## config.mk

```make
export PLATFORM = sky130hd
export DESIGN_NAME = input_conditioner
export DESIGN_NICKNAME = d
export VERILOG_FILES = /design/src/rtl/soc_io_pkg.sv /design/src/rtl/debounce_cell.sv /design/src/rtl/input_conditioner.sv
export SDC_FILE = /design/constraint.sdc
export NUM_CORES = 1
export LEC_CHECK = 0
export CAP_MARGIN = 20
export CORE_MARGIN = 5
export CORE_UTILIZATION = 26
export CTS_CLUSTER_DIAMETER = 200
export DETAILED_ROUTE_END_ITERATION = 6
export GPL_ROUTABILITY_DRIVEN = 0
export SETUP_SLACK_MARGIN = 0.3
export SLEW_MARGIN = 20
export SYNTH_ARGS = -nofsm -noshare
export SYNTH_HDL_FRONTEND = slang
export SYNTH_HIERARCHICAL = 1
export SYNTH_SLANG_ARGS = --single-unit
```

## constraint.sdc

```tcl
create_clock -name clk -period 14.85 [get_ports clk]
set_input_delay 2.97 -clock clk [delete_from_list [all_inputs] [get_ports clk]]
set_output_delay 2.97 -clock clk [all_outputs]
set_load 0.05 [all_outputs]
```

## src/rtl/soc_io_pkg.sv

```systemverilog
// Board I/O sizing shared between the input conditioner and the system top.
package soc_io_pkg;

  localparam int N_BTN = 5;
  localparam int N_SW  = 16;

  typedef logic [N_BTN-1:0] btn_vec_t;
  typedef logic [N_SW-1:0]  sw_vec_t;

endpackage

```

## src/rtl/debounce_cell.sv

```systemverilog
// One input bit: multi-flop synchroniser, tick-qualified stability counter,
// committed stable value and registered rise/fall pulses.
module debounce_cell #(
  parameter int SYNC_STAGES  = 2,
  parameter int STABLE_TICKS = 10
) (
  input  logic clk,
  input  logic rst,
  input  logic i_tick,
  input  logic i_raw,
  output logic o_level,
  output logic o_rise,
  output logic o_fall
);

  localparam int CW = $clog2(STABLE_TICKS + 1);

  logic [SYNC_STAGES-1:0] r_sync;
  logic [CW-1:0]          r_cnt;
  logic                   r_stable;
  logic                   r_rise;
  logic                   r_fall;
  logic                   w_synced;

  assign w_synced = r_sync[SYNC_STAGES-1];

  // NOTE: sequential state uses non-blocking assignments so every flop samples
  // pre-edge values; the synchroniser chain would collapse to one stage otherwise.
  always_ff @(posedge clk) begin
    if (rst) begin
      r_sync   <= '0;
      r_cnt    <= '0;
      r_stable <= 1'b0;
      r_rise   <= 1'b0;
      r_fall   <= 1'b0;
    end else begin
      r_sync <= {r_sync[SYNC_STAGES-2:0], i_raw};
      r_rise <= 1'b0;
      r_fall <= 1'b0;
      if (w_synced == r_stable) begin
        r_cnt <= '0;
      end else if (i_tick) begin
        if (r_cnt == CW'(STABLE_TICKS - 1)) begin
          r_stable <= w_synced;
          r_cnt    <= '0;
          r_rise   <= w_synced;
          r_fall   <= ~w_synced;
        end else begin
          r_cnt <= r_cnt + 1'b1;
        end
      end
    end
  end

  assign o_level = r_stable;
  assign o_rise  = r_rise;
  assign o_fall  = r_fall;

endmodule

```

## src/rtl/input_conditioner.sv

```systemverilog
// Synchronises and debounces the push-buttons and slide switches; one shared
// debounce-tick prescaler drives an independent cell per input bit.
module input_conditioner #(
  parameter int N_BTN        = soc_io_pkg::N_BTN,
  parameter int N_SW         = soc_io_pkg::N_SW,
  parameter int SYNC_STAGES  = 2,
  parameter int TICK_DIV     = 100000,
  parameter int STABLE_TICKS = 10
) (
  input  logic             clk,
  input  logic             rst,
  input  logic [N_BTN-1:0] btn_raw,
  input  logic [N_SW-1:0]  sw_raw,
  output logic [N_BTN-1:0] btn_level,
  output logic [N_BTN-1:0] btn_press,
  output logic [N_BTN-1:0] btn_release,
  output logic [N_SW-1:0]  sw_level,
  output logic [N_SW-1:0]  sw_changed
);

  localparam int PW = (TICK_DIV > 1) ? $clog2(TICK_DIV) : 1;

  if (SYNC_STAGES < 2) begin : g_chk_sync
    $error("input_conditioner: SYNC_STAGES must be >= 2");
  end
  if (TICK_DIV < 1) begin : g_chk_div
    $error("input_conditioner: TICK_DIV must be >= 1");
  end
  if (STABLE_TICKS < 1) begin : g_chk_stable
    $error("input_conditioner: STABLE_TICKS must be >= 1");
  end

  logic [PW-1:0]   r_presc;
  logic            w_tick;
  logic [N_SW-1:0] w_sw_rise;
  logic [N_SW-1:0] w_sw_fall;

  assign w_tick = (r_presc == PW'(TICK_DIV - 1));

  always_ff @(posedge clk) begin
    if (rst) begin
      r_presc <= '0;
    end else if (w_tick) begin
      r_presc <= '0;
    end else begin
      r_presc <= r_presc + 1'b1;
    end
  end

  for (genvar i = 0; i < N_BTN; i++) begin : g_btn
    debounce_cell #(
      .SYNC_STAGES  (SYNC_STAGES),
      .STABLE_TICKS (STABLE_TICKS)
    ) u_cell (
      .clk     (clk),
      .rst     (rst),
      .i_tick  (w_tick),
      .i_raw   (btn_raw[i]),
      .o_level (btn_level[i]),
      .o_rise  (btn_press[i]),
      .o_fall  (btn_release[i])
    );
  end

  for (genvar i = 0; i < N_SW; i++) begin : g_sw
    debounce_cell #(
      .SYNC_STAGES  (SYNC_STAGES),
      .STABLE_TICKS (STABLE_TICKS)
    ) u_cell (
      .clk     (clk),
      .rst     (rst),
      .i_tick  (w_tick),
      .i_raw   (sw_raw[i]),
      .o_level (sw_level[i]),
      .o_rise  (w_sw_rise[i]),
      .o_fall  (w_sw_fall[i])
    );
  end

  // Rise and fall are registered and mutually exclusive per bit, so the OR is glitch-free.
  assign sw_changed = w_sw_rise | w_sw_fall;

endmodule

```

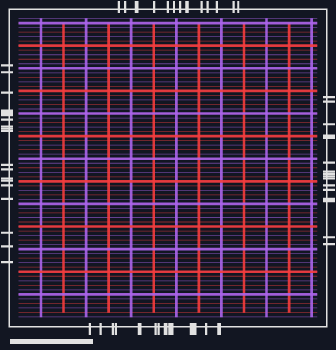
(images/power_grid.png)
Scale bar: 50 um. Pins as bars on the die edge.
[purple] VSS
[red] VDD
met4 straps: 13
signal pins: 70

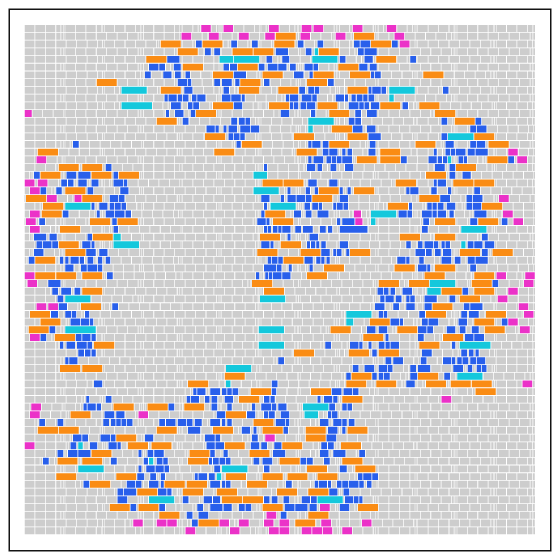
(images/placement_by_type.png)
Fill, decap, tap and diode cells in gray.
[orange] flops | cells: 206 | share of their area: 41%
[cyan] clock drivers and dummy loads | cells: 44 | share of their area: 8.4%
[magenta] other buffers and delay cells | cells: 72 | share of their area: 7.1%
[blue] combinational and other logic | cells: 630 | share of their area: 43%

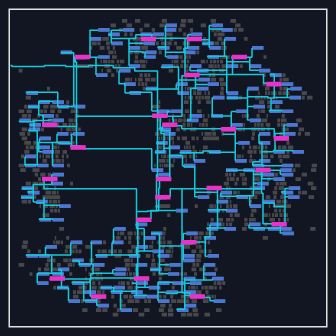
(images/clk_routes.png)
[magenta] clock drivers | count: 24
[blue] flip-flops | count: 206
[cyan] clock wires | length: 3,060 um
routed clock nets: 25

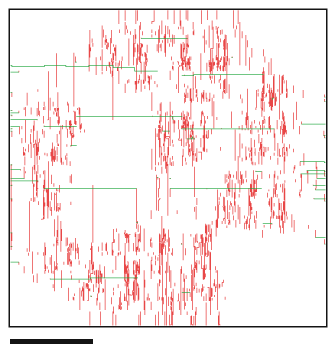
(images/wires.png)
Scale bar: 50 um. Only two layers are drawn.
[green] metal 3 | wire length: 672 um
[red] metal 2 | wire length: 6,790 um

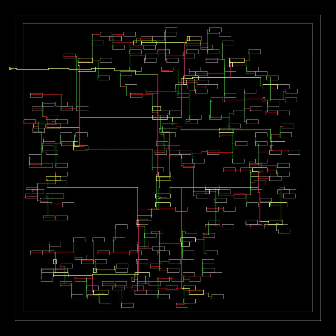
(images/clocks.png)
flip-flops: 206
clk_skew: 0.00926 ns
clock buffers: 31
CTS buffer count: 24

==> changes_impl.md <==
## Implementation

- HP Start: g_btn[2].u_cell/r_sync[0]
- Post-CTS setup buffers: 0
- Total power: ~1.2 mW
- # resized after CTS: 0
- Post-detail-place hpwl: just under 10,000 um
- Final Core Density: 32.6%
- NumNets Final: 958
- Number of enable flip-flop cells: 0
- Crit-path cells: or2_2, clkdlybuf4s50_1
- Routed vias/inst: about 4.2
- NonClk Buf Share: just under 7%
- Most used logic cell in the final layout: dfxtp_1
- Non-clk invs: 5
- Number of cells in Yosys stat: 837
- Cell Area, Synth: around 8400 um2
- Yosys stat area: approximately 8400 um2
- Tool warnings: 26
- Core area: roughly 32,000 um2
- Status: completed
- Largest net degree at the start of global routing: slightly above 80
- DRT iter0 DRCs: around 180
- Placed insts: about 1.4k
- Grt peak-use layer: met2
- DRC Markers: 0
- RR Startpoint: r_presc[0]
- Root Driver: clkbuf_16
- First-pass GRT wire length: 25,700 um
- WL final: ~15,000 um
- Power Clock: around 0.6 mW
- Registers, synthesis: roughly 210
- Crit Path Max Fanout: 1
- Hold-fix buffers, CTS: 0
- Non-Clock Buffer Count: 72
- Largest stage delay on the critical path: between 0.7 and 0.8 ns
- Pwr Density: 114 nW/um2
- First-pass DRT Iterations: 4
- Worst slew margin: between 40% and 50%
- Mean area per synthesized cell: around 10 um2
- Clock transition at the registers of the reported paths: roughly 0.060 ns
- Most frequent cells after synthesis: dfxtp_1 (206), nand2b_1 (84), nor2_1 (63), nor2b_1 (63), xor2_1 (43)
Power and IR drop assume default switching activity.
